Fig. 1: supply network
Scale bar: 20 um. Pins as bars on the die edge.
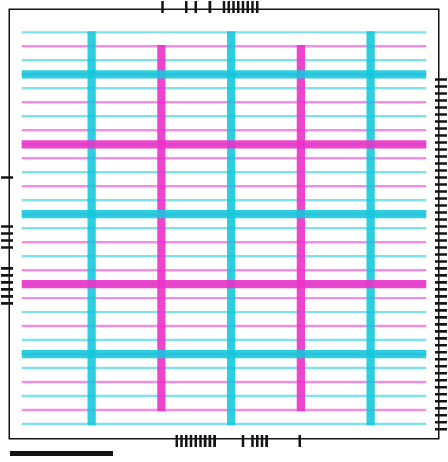
Fig. 2: cell classes on the final placement
Scale bar: 20 um.
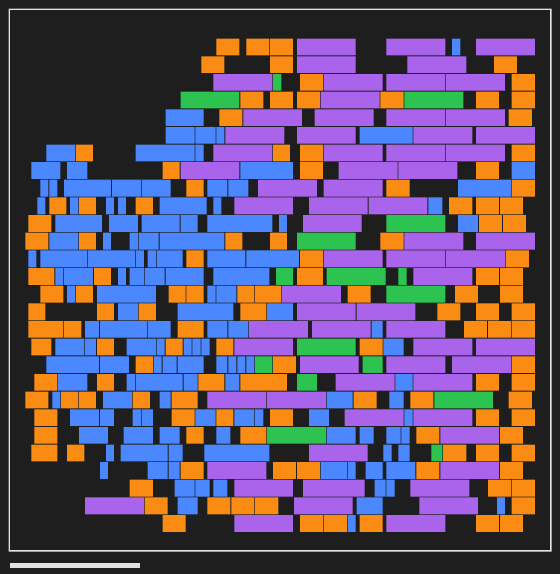
Fig. 3: routed clock nets over the placement
Scale bar: 20 um.
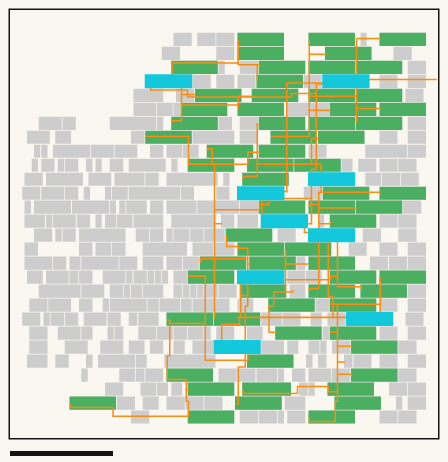
Fig. 4: routed metal, one colour a layer
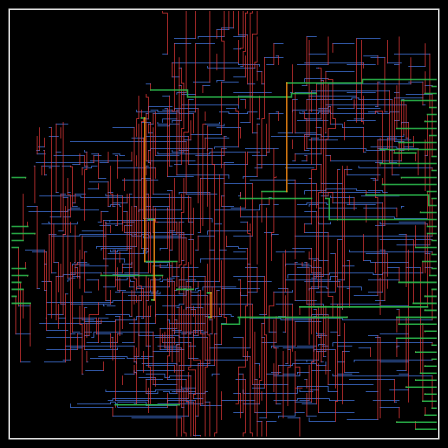
Fig. 5: routing congestion
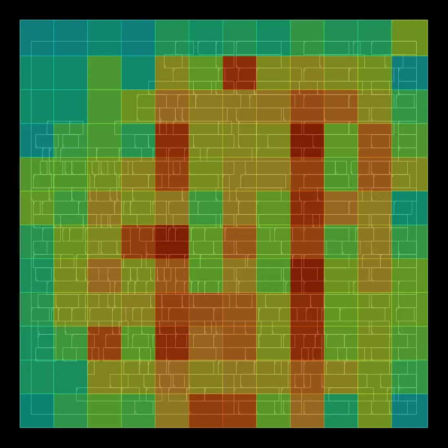
### src/rtl/vram_text_scanout.sv
`default_nettype none
// ============================================================================
// vram_text_scanout : text VRAM read-side scanout, 8x16 font, RGB565 out
// Revision: 1.0
// ============================================================================
module vram_text_scanout #(
   parameter int unsigned COLS         = 60,
   parameter int unsigned ROWS         = 17,
   parameter logic [15:0] FG           = 16'hFFFF,
   parameter logic [15:0] BG           = 16'h0000,
   parameter int unsigned BLINK_FRAMES = 32
) (
   input  logic        MEMORY_CLK,
   input  logic        reset,
   input  logic [8:0]  x,
   input  logic [8:0]  y,
   input  logic        de,
   input  logic        frame_start,
   input  logic        cursor_en,
   input  logic [9:0]  cursor_addr,
   output logic [9:0]  v_adb,
   output logic        v_ceb,
   output logic        v_oce,
   input  logic [7:0]  v_dout,
   output logic [10:0] font_adr,
   input  logic [7:0]  font_dout,
   output logic [15:0] rgb,
   output logic        rgb_de
);

   localparam int unsigned CNT_W   = (BLINK_FRAMES > 2) ? $clog2(BLINK_FRAMES) : 1;
   localparam logic [CNT_W-1:0] CNT_MAX = CNT_W'(BLINK_FRAMES - 1);
   localparam logic [8:0]  X_LIM   = 9'(COLS * 8);
   localparam logic [8:0]  Y_LIM   = 9'(ROWS * 16);

   logic             in_range_w;
   logic [9:0]       cell_addr_w;

   logic [9:0]       v_adb_q, v_adb_d;
   logic             v_en_q, v_en_d;
   logic [4:0]       vld_q, vld_d;        // stage s valid, s = edges after sampling
   logic [4:0][2:0]  px_q, px_d;
   logic [2:0][3:0]  py_q, py_d;
   logic [2:0]       hit_q, hit_d;
   logic [10:0]      font_adr_q, font_adr_d;
   logic [1:0]       inv_q, inv_d;
   logic [15:0]      rgb_q, rgb_d;
   logic             rgb_de_q, rgb_de_d;
   logic [CNT_W-1:0] blink_cnt_q, blink_cnt_d;
   logic             blink_phase_q, blink_phase_d;

   assign in_range_w  = (x < X_LIM) && (y < Y_LIM);
   assign cell_addr_w = 10'(y[8:4]) * 10'(COLS) + 10'(x[8:3]);

   always_comb begin
      v_adb_d    = in_range_w ? cell_addr_w : 10'd0;
      v_en_d     = 1'b1;
      vld_d      = {vld_q[3:0], de && in_range_w};
      px_d       = {px_q[3:0], x[2:0]};
      py_d       = {py_q[1:0], y[3:0]};
      // Blink phase folded in at sampling time so a toggle affects the next pixel.
      hit_d      = {hit_q[1:0],
                    cursor_en && in_range_w && (cell_addr_w == cursor_addr) && blink_phase_q};
      font_adr_d = {v_dout[6:0], py_q[2]};
      inv_d      = {inv_q[0], v_dout[7] ^ hit_q[2]};
      rgb_de_d   = vld_q[4];
      rgb_d      = BG;
      if (vld_q[4] && (font_dout[~px_q[4]] ^ inv_q[1])) begin
         rgb_d = FG;
      end

      blink_cnt_d   = blink_cnt_q;
      blink_phase_d = blink_phase_q;
      if (frame_start) begin
         if (blink_cnt_q == CNT_MAX) begin
            blink_cnt_d   = '0;
            blink_phase_d = ~blink_phase_q;
         end else begin
            blink_cnt_d = blink_cnt_q + 1'b1;
         end
      end
   end

   always_ff @(posedge MEMORY_CLK or posedge reset) begin
      if (reset) begin
         v_adb_q       <= '0;
         v_en_q        <= 1'b0;
         vld_q         <= '0;
         px_q          <= '0;
         py_q          <= '0;
         hit_q         <= '0;
         font_adr_q    <= '0;
         inv_q         <= '0;
         rgb_q         <= BG;
         rgb_de_q      <= 1'b0;
         blink_cnt_q   <= '0;
         blink_phase_q <= 1'b1;
      end else begin
         v_adb_q       <= v_adb_d;
         v_en_q        <= v_en_d;
         vld_q         <= vld_d;
         px_q          <= px_d;
         py_q          <= py_d;
         hit_q         <= hit_d;
         font_adr_q    <= font_adr_d;
         inv_q         <= inv_d;
         rgb_q         <= rgb_d;
         rgb_de_q      <= rgb_de_d;
         blink_cnt_q   <= blink_cnt_d;
         blink_phase_q <= blink_phase_d;
      end
   end

   assign v_adb    = v_adb_q;
   assign v_ceb    = v_en_q;
   assign v_oce    = v_en_q;
   assign font_adr = font_adr_q;
   assign rgb      = rgb_q;
   assign rgb_de   = rgb_de_q;

endmodule
`default_nettype wire

### config.mk
export PLATFORM = sky130hd
export DESIGN_NAME = vram_text_scanout
export DESIGN_NICKNAME = d
export VERILOG_FILES = /design/src/rtl/vram_text_scanout.sv
export SDC_FILE = /design/constraint.sdc
export NUM_CORES = 1
export LEC_CHECK = 0
export CAP_MARGIN = 25
export CORE_MARGIN = 2
export CORE_UTILIZATION = 47
export CTS_BUF_LIST = sky130_fd_sc_hd__clkbuf_16
export DETAILED_ROUTE_END_ITERATION = 16
export PLACE_DENSITY = 0.89
export SLEW_MARGIN = 40
export SYNTH_ARGS = -nofsm -noshare
export SYNTH_HDL_FRONTEND = slang
export SYNTH_SLANG_ARGS = --single-unit
### constraint.sdc
create_clock -name MEMORY_CLK -period 2.55 [get_ports MEMORY_CLK]
set_input_delay 0.51 -clock MEMORY_CLK [delete_from_list [all_inputs] [get_ports MEMORY_CLK]]
set_output_delay 0.51 -clock MEMORY_CLK [all_outputs]
set_load 0.01 [all_outputs]
==> impl_metrics.tcl <==
# flow metrics
set metrics [dict create \
    mostFrequentLayoutCells "84 x clkdlybuf4s50_1, 66 x dfrtp_1, 31 x buf_4" \
    diodes 0 \
    critPathRequiredTime_ns 2.77 \
    chipArea_um2 6930 \
    met3_length_um 411 \
    largest_reg_flops 12 \
    clockNetworkAreaShare_pct 5.92 \
    root_buffer "clkbuf_16" \
    setup_slack_ns -0.808 \
    dr.max_layer_used "met4" \
    nNonClkBuffers 127 \
    common_cells "66 x dfrtp_1, 24 x inv_1, 19 x ha_1" \
    nNetsFinal 416 \
    gp_congestion 0.764 \
    drive_gt1_share_pct 25.2 \
    min_path_cells 0 \
    finalNonFillerCells 420 \
    failed_checks "setup timing" \
    yosysWarnings 0 \
    syn_to_final_growth_pct 54.6 \
    num_tap_cells 75 \
    r2r-end "hit_q[0]" \
    start_kind "input port" \
    largestClassByArea "registers" \
    clockBufferCount 9 \
    cts_tree "done" \
    io_pins 89 \
    pre_cts_ws_ns -1.44 \
    p_sw_mw 1.13 \
    synth.avg_cell_area_um2 13.5 \
    grt_pass1_vias 2220 \
    fp_util_pct 49.2 \
    cts.clk_slew.worst_paths_ns 0.05 \
    crit_arrival_ns 3.57 \
    buffer_area_share_pct 26.7 \
    grt_max_degree 50 \
    final-setup-viol-count 6 \
    synthCells 219 \
    dpl.hpwl_um 4330 \
    dp_cells 394 \
    seqPwrFrac_pct 33.2 \
    syn_area_um2 2950 \
    antenna_found_initial 0 \
    log.warning_count 35 \
    viasPerCell 4.86 \
    cts_sinks 67 \
    min_from "px_d[4]" \
    adder_share_pct 13.5 \
    finalMaxSlewViolations 0 \
    floorplan.nets 295 \
    yosys.stat.seqShare_pct 56.9 \
    comb_cell_power_mw 1.46 \
    clock.fmax_mhz 298 \
    status "finished with violations" \
    lay_top_count "clkdlybuf4s50_1" \
    r2r_start "blink_phase_q" \
    synth_flop_count 67 \
    mux_share_pct 3.01 \
    min_period_ns 3.36 \
    slowest_delay_ns 0.52 \
    cts_buffers 9 \
    ff2ff_setup_slack_ns 0.97 \
    slowest_stage "fa_1" \
]
Notes on Fig. 1 above:
net	colour
VSS	cyan
VDD	magenta
met5 straps	5
met4 straps	5
signal pins	89
peak supply drop: 0.521 mV
Die H: 83.2 um
Horiz. Die Dim: 83.2 um

Notes on Fig. 2 above:
class	colour	cells	share of their area
flops	purple	67	38%
other buffers and delay cells	orange	127	27%
clock drivers and dummy loads	green	16	6.0%
combinational and other logic	blue	135	29%
final core utilization: 76.1%
sequential cell area share: 36.8%
design area: 4560 um^2
FP Rows: 28
core area: 5990 um^2

Notes on Fig. 3 above:
[flip-flops] green | count: 67
[clock wires] orange | length: 772 um
[clock drivers] cyan | count: 9
routed clock nets	10
worst-skew pair later-pin latency: 0.32 ns
skew final: 0.00514 ns
Clk power: 1.09 mW
Clock Power Share: 28.6%

Notes on Fig. 4 above:
layer	colour	wire length
metal 4	orange	69.4 um
metal 3	green	411 um
metal 2	red	3820 um
metal 1	blue	2600 um
wire per inst: 16.4 um
gr usage total: 20.7%
total wire length: 6900 um
via count: 2041

Notes on Fig. 5 above:
met3 Resource Use GR: 6.36%
met1 usage: 22.8%

## through the flow
step | hold WS, ns | TNS [ns] | power [mW]
2_1_floorplan | 0.331 | -2.95 | 1.93
5_1_grt | 0.351 | -3.79 | 4.00
6_report | 0.347 | -3.32 | 3.82
3_5_place_dp | 0.336 | -7.12 | 2.39
4_1_cts | 0.349 | -3.66 | 3.72
3_3_place_gp | 0.332 | -6.58 | 2.34
## cell families after synthesis
| kind of cell | count (synthesis) |
|---|---|
| DFF | 67 |
| AOI/OAI and AO/OA | 13 |
| adders and majority gates | 27 |
| xor gates and xnor gates | 22 |
| muxes | 6 |
| other | 1 |
| and+or+nand+nor | 42 |
| buffers and inverters | 41 |
## what timing repair did
item,CTS,global route
endpoints found under the hold margin,0,0
gates resized,33,12
pin swaps,14,12
endpoints found under the setup margin,6,6
buffers inserted,9,3
Power is estimated from default activity; no workload was simulated.
